$ cat config.mk
export PLATFORM = sky130hd
export DESIGN_NAME = imem_program_loader
export DESIGN_NICKNAME = d
export VERILOG_FILES = /design/src/rtl/imem_program_loader.sv
export SDC_FILE = /design/constraint.sdc
export NUM_CORES = 1
export LEC_CHECK = 0
export CORE_ASPECT_RATIO = 0.5
export CORE_MARGIN = 5
export CORE_UTILIZATION = 30
export CTS_BUF_LIST = sky130_fd_sc_hd__clkbuf_8
export DETAILED_ROUTE_END_ITERATION = 6
export GPL_TIMING_DRIVEN = 0
export PLACE_DENSITY_LB_ADDON = 0.1
export SYNTH_ARGS = -nofsm -noshare
export SYNTH_HDL_FRONTEND = slang
export SYNTH_SLANG_ARGS = --single-unit
$ cat constraint.sdc
create_clock -name clk -period 3.25 [get_ports clk]
set_input_delay 0.8125 -clock clk [delete_from_list [all_inputs] [get_ports clk]]
set_output_delay 0.8125 -clock clk [all_outputs]
set_load 0.01 [all_outputs]
$ cat src/rtl/imem_program_loader.sv
// Instruction-memory program loader.
// Accepts 32-bit instruction words over valid/ready, writes each as two
// halfwords into IMEM, zero-pads the image to NUM_WORDS words, then releases
// the core reset and runs a fixed drain window before reporting done.
// NUM_WORDS must satisfy 2*NUM_WORDS <= 2**IMEM_AW; RST_HOLD and DRAIN_CYCLES must be >= 1.
module imem_program_loader #(
  parameter int unsigned IMEM_AW      = 10,
  parameter int unsigned NUM_WORDS    = 200,
  parameter int unsigned RST_HOLD     = 2,
  parameter int unsigned DRAIN_CYCLES = 100
) (
  input  logic               clk,
  input  logic               rst,
  input  logic               i_start,
  input  logic               i_wr_valid,
  input  logic [31:0]        i_wr_data,
  input  logic               i_wr_last,
  output logic               o_wr_ready,
  output logic               o_imem_we,
  output logic [IMEM_AW-1:0] o_imem_addr,
  output logic [15:0]        o_imem_wdata,
  output logic               o_core_n_rst,
  output logic               o_busy,
  output logic               o_done,
  output logic               o_trunc,
  output logic [15:0]        o_word_cnt
);

  localparam int unsigned CNT_W   = 16;
  localparam int unsigned TMR_MAX = (RST_HOLD > DRAIN_CYCLES) ? RST_HOLD : DRAIN_CYCLES;
  localparam int unsigned TMR_W   = $clog2(TMR_MAX + 1);

  typedef enum logic [3:0] {
    S_IDLE,
    S_HOLD,
    S_LOAD,
    S_WR_LO,
    S_WR_HI,
    S_PAD_LO,
    S_PAD_HI,
    S_RUN,
    S_DONE
  } state_t;

  state_t             state;
  logic [TMR_W-1:0]   timer;
  logic [15:0]        word_hi_q;
  logic               last_q;
  logic [CNT_W-1:0]   cnt_inc_c;
  logic [IMEM_AW-1:0] addr_lo_c;
  logic [IMEM_AW-1:0] addr_hi_c;
  logic [IMEM_AW-1:0] addr_next_lo_c;

  // Halfword addresses for the current word and the word after it
  assign cnt_inc_c      = o_word_cnt + CNT_W'(1);
  assign addr_lo_c      = IMEM_AW'({o_word_cnt, 1'b0});
  assign addr_hi_c      = IMEM_AW'({o_word_cnt, 1'b1});
  assign addr_next_lo_c = IMEM_AW'({cnt_inc_c, 1'b0});

  // Loader FSM; every output is registered for the state being entered
  always_ff @(posedge clk) begin
    if (rst) begin
      state        <= S_IDLE;
      timer        <= '0;
      word_hi_q    <= '0;
      last_q       <= 1'b0;
      o_wr_ready   <= 1'b0;
      o_imem_we    <= 1'b0;
      o_imem_addr  <= '0;
      o_imem_wdata <= '0;
      o_core_n_rst <= 1'b0;
      o_busy       <= 1'b0;
      o_done       <= 1'b0;
      o_trunc      <= 1'b0;
      o_word_cnt   <= '0;
    end else begin
      o_wr_ready <= 1'b0;
      o_imem_we  <= 1'b0;
      case (state)
        S_IDLE: begin
          timer <= '0;
          if (i_start) begin
            state      <= S_HOLD;
            o_busy     <= 1'b1;
            o_trunc    <= 1'b0;
            o_word_cnt <= '0;
          end
        end
        S_HOLD: begin
          if (timer == TMR_W'(RST_HOLD - 1)) begin
            timer      <= '0;
            state      <= S_LOAD;
            o_wr_ready <= 1'b1;
          end else begin
            timer <= timer + TMR_W'(1);
          end
        end
        S_LOAD: begin
          if (i_wr_valid && o_wr_ready) begin
            word_hi_q    <= i_wr_data[31:16];
            last_q       <= i_wr_last;
            state        <= S_WR_LO;
            o_imem_we    <= 1'b1;
            o_imem_addr  <= addr_lo_c;
            o_imem_wdata <= i_wr_data[15:0];
          end else begin
            o_wr_ready <= 1'b1;
          end
        end
        S_WR_LO: begin
          state        <= S_WR_HI;
          o_imem_we    <= 1'b1;
          o_imem_addr  <= addr_hi_c;
          o_imem_wdata <= word_hi_q;
        end
        S_PAD_LO: begin
          state        <= S_PAD_HI;
          o_imem_we    <= 1'b1;
          o_imem_addr  <= addr_hi_c;
          o_imem_wdata <= 16'h0000;
        end
        S_WR_HI, S_PAD_HI: begin
          o_word_cnt <= cnt_inc_c;
          if (cnt_inc_c == CNT_W'(NUM_WORDS)) begin
            state        <= S_RUN;
            timer        <= '0;
            o_core_n_rst <= 1'b1;
            if (!last_q) o_trunc <= 1'b1;
          end else if (last_q) begin
            state        <= S_PAD_LO;
            o_imem_we    <= 1'b1;
            o_imem_addr  <= addr_next_lo_c;
            o_imem_wdata <= 16'h0000;
          end else begin
            state      <= S_LOAD;
            o_wr_ready <= 1'b1;
          end
        end
        S_RUN: begin
          if (timer == TMR_W'(DRAIN_CYCLES - 1)) begin
            state  <= S_DONE;
            o_done <= 1'b1;
            o_busy <= 1'b0;
          end else begin
            timer <= timer + TMR_W'(1);
          end
        end
        S_DONE: begin
          timer <= '0;
          if (i_start) begin
            state        <= S_HOLD;
            o_core_n_rst <= 1'b0;
            o_done       <= 1'b0;
            o_busy       <= 1'b1;
            o_trunc      <= 1'b0;
            o_word_cnt   <= '0;
          end
        end
        default: begin
          state <= S_IDLE;
        end
      endcase
    end
  end

endmodule
clock_wires.png
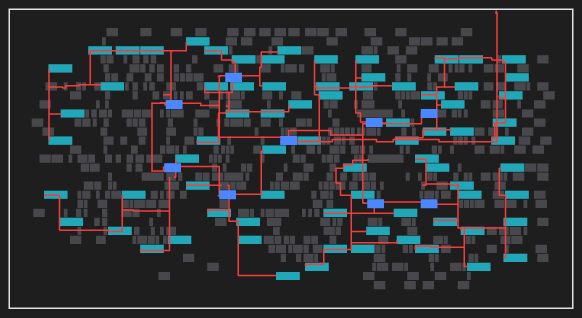
legend:
  clock-net drivers:
    color: blue
    count: 9
  flip-flops:
    color: cyan
    count: 76
  clock wires:
    color: red
    length: 1130 um
flops lie: spread over the die
routed clock nets: 10

placed.png
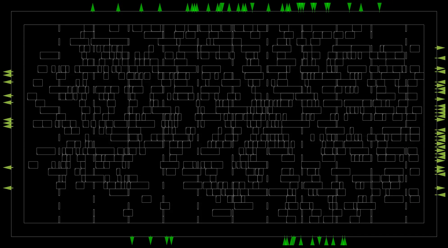
tap cell count: 170
number of fill cells in the layout: 1350
placement row count: 29
Layout Cells excl Fill: 746

ff_map.png
The bar under the picture is 50 um long. Other sequential cells in the stronger gray, the rest of the logic in the fainter gray.
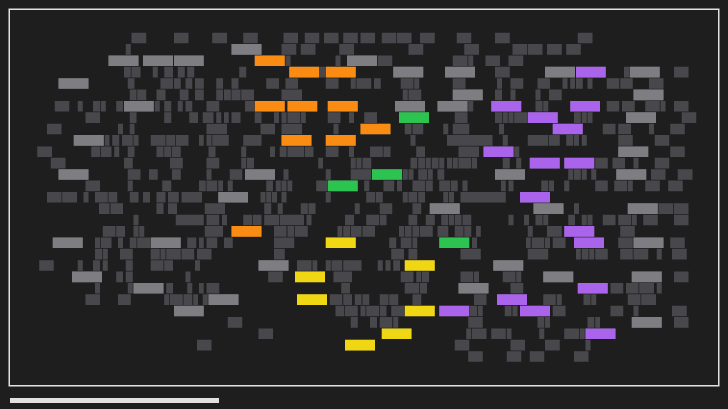
legend:
  `timer`:
    color: yellow
    flops: 7
    where: south
  `state`:
    color: green
    flops: 4
    where: center
  `o_imem_addr`:
    color: orange
    flops: 10
    where: north
  `word_hi_q`:
    color: purple
    flops: 16
not colored: 39

==> flow_summary.toml <==
# yosys + openroad results
[global_routing]
antenna_found_initial = 0
grt_usage = 0.159
grt_overflow = 0
grt_pass1_vias = 3497
grtUsageMet3 = 0.0385
grt_max_degree = 14
grt.met2_usage = 0.240

[placed_design]
io_buffers = 84
place_hpwl_um = 8740
place_ws_ns = -0.0464
gp_congestion = 0.890
placed_area_um2 = 4860

[cells_and_area]
num-nonclk-buffers = 122
utilization = 0.407
clkCellAreaFrac = 0.0444
clock_buffers = 10
logic_area_um2 = 2020
seq_cells = 76
ff_latch_area_um2 = 1520
drive_gt1_frac = 0.0590
largestClassByArea = "combinational gates"
antennaDiodeCount = 0
final_cell_mix = "clkdlybuf4s50_1, dfxtp_1, nand2_1, a21oi_1, a221oi_1"

[logic_synthesis]
ys_seq_frac = 0.400
top_area_frac = 0.400
ys_async_sr_fraction = 0
syn-cell-area_um2 = 3810
yosys-top-cells-area = "dfxtp_1, a221oi_1, nand2_1"
top_cell = "dfxtp_1"
ys_area_um2 = 3810
synth-edff-count = 0

[timing]
skew_ns = 0.0120
setup_viol = 0
relSlewSlack = 0.530
period_needed_ns = 3.05
rsz0062_at_grt = "false"
hold_violations = 0
fmax_mhz = 328

[setup_path]
end_kind = "flop"
worst-path-max-fanout = 10
critPathSlowestCell = "or4b_4"
rr_endpoint = "o_imem_wdata[8]"
slowest_delay_ns = 0.54
arrival_ns = 3.28
critical_path.startpoint = "o_word_cnt[0]"
crit_family = "simple AND/OR/NAND/NOR gates"
rrSetupSlack_ns = 0.20
r2r_start = "o_word_cnt[0]"

[clocking]
clk_latency_ns = 0.37
clock_path_buffers = 2
post_cts_buffers = 0
cts_tree = "done"
cts.clk_slew.worst_paths_ns = 0.09
post_cts_resized = 0
h-tree-depth = 3
cts-root-buf = "clkbuf_8"
cts_made_buffers = 9

[status]
status = "finished, final reports clean"

[flow_run]
cap_violations = 0
warnings = 27

[route]
routedWlPerCell_um = 16.1
vias_per_cell = 5.14
dr.pass1.iters = 5
met2WireLength_um = 5060

[die]
dieArea_um2 = 15200
core_um2 = 12600
die_y_um = 89.7
core_util_floorplan = 0.303

[min_path]
hold_depth = 2

[power_and_ir_drop]
power.density_nw_per_um2 = 508
total_power_mw = 2.59
sizing.png
The bar under the picture is 50 um long.
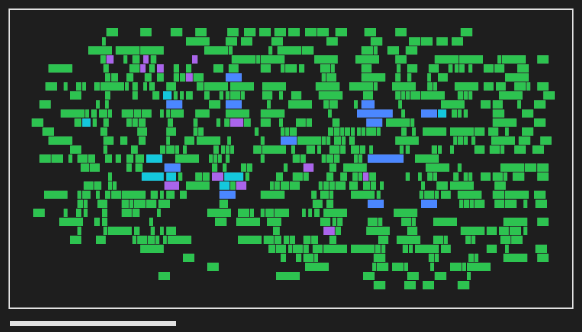
legend:
  x3 and x4:
    color: cyan
    cells: 8
    share: 1.4%
  x6 and larger:
    color: blue
    cells: 13
    share: 2.3%
  x1 and smaller:
    color: green
    cells: 542
    share: 94%
  x2:
    color: purple
    cells: 13
    share: 2.3%
setup ws final: 0.199 ns
Final Instance Area: 5100 um^2

route_heat.png
The die is cut into 34 by 18 equal tiles; dark blue is low, red is high, scaled to the fullest tile. Values are wire area over tile area, all layers added.
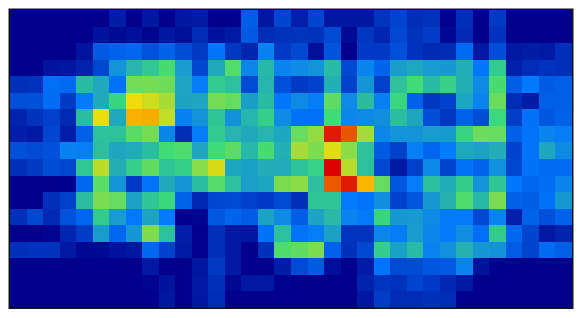
tiles over half the peak: 9.5%
fullest tile: 0.56
mean over tiles: 0.13

report_power, final:
group          internal [mW]  switching (mW)
Sequential              1.02          0.0517
Clock                  0.453           0.375
Combinational          0.306           0.391
Total                   1.78           0.818
registers in the layout, summed over array words and instances, names as in the netlist:
register	cells
o_done	1
o_trunc	1
o_imem_we	1
o_word_cnt	16
o_core_n_rst	1
word_hi_q	16
o_wr_ready	1
o_imem_addr	10
o_busy	1
timer	7
o_imem_wdata	16
last_q	1
state	4
kinds of logic (layout without fill, tap and decap cells):
group,count (synthesis),after routing,share of synthesized area
XOR/XNOR,11,11,0.0253
adder cells (fa/ha/maj),3,3,0.00986
AND/OR/NAND/NOR,173,173,0.224
buffers and inverters,68,169,0.0720
flip-flops,76,76,0.400
AND-OR/OR-AND,139,139,0.256
multiplexers,5,5,0.0135
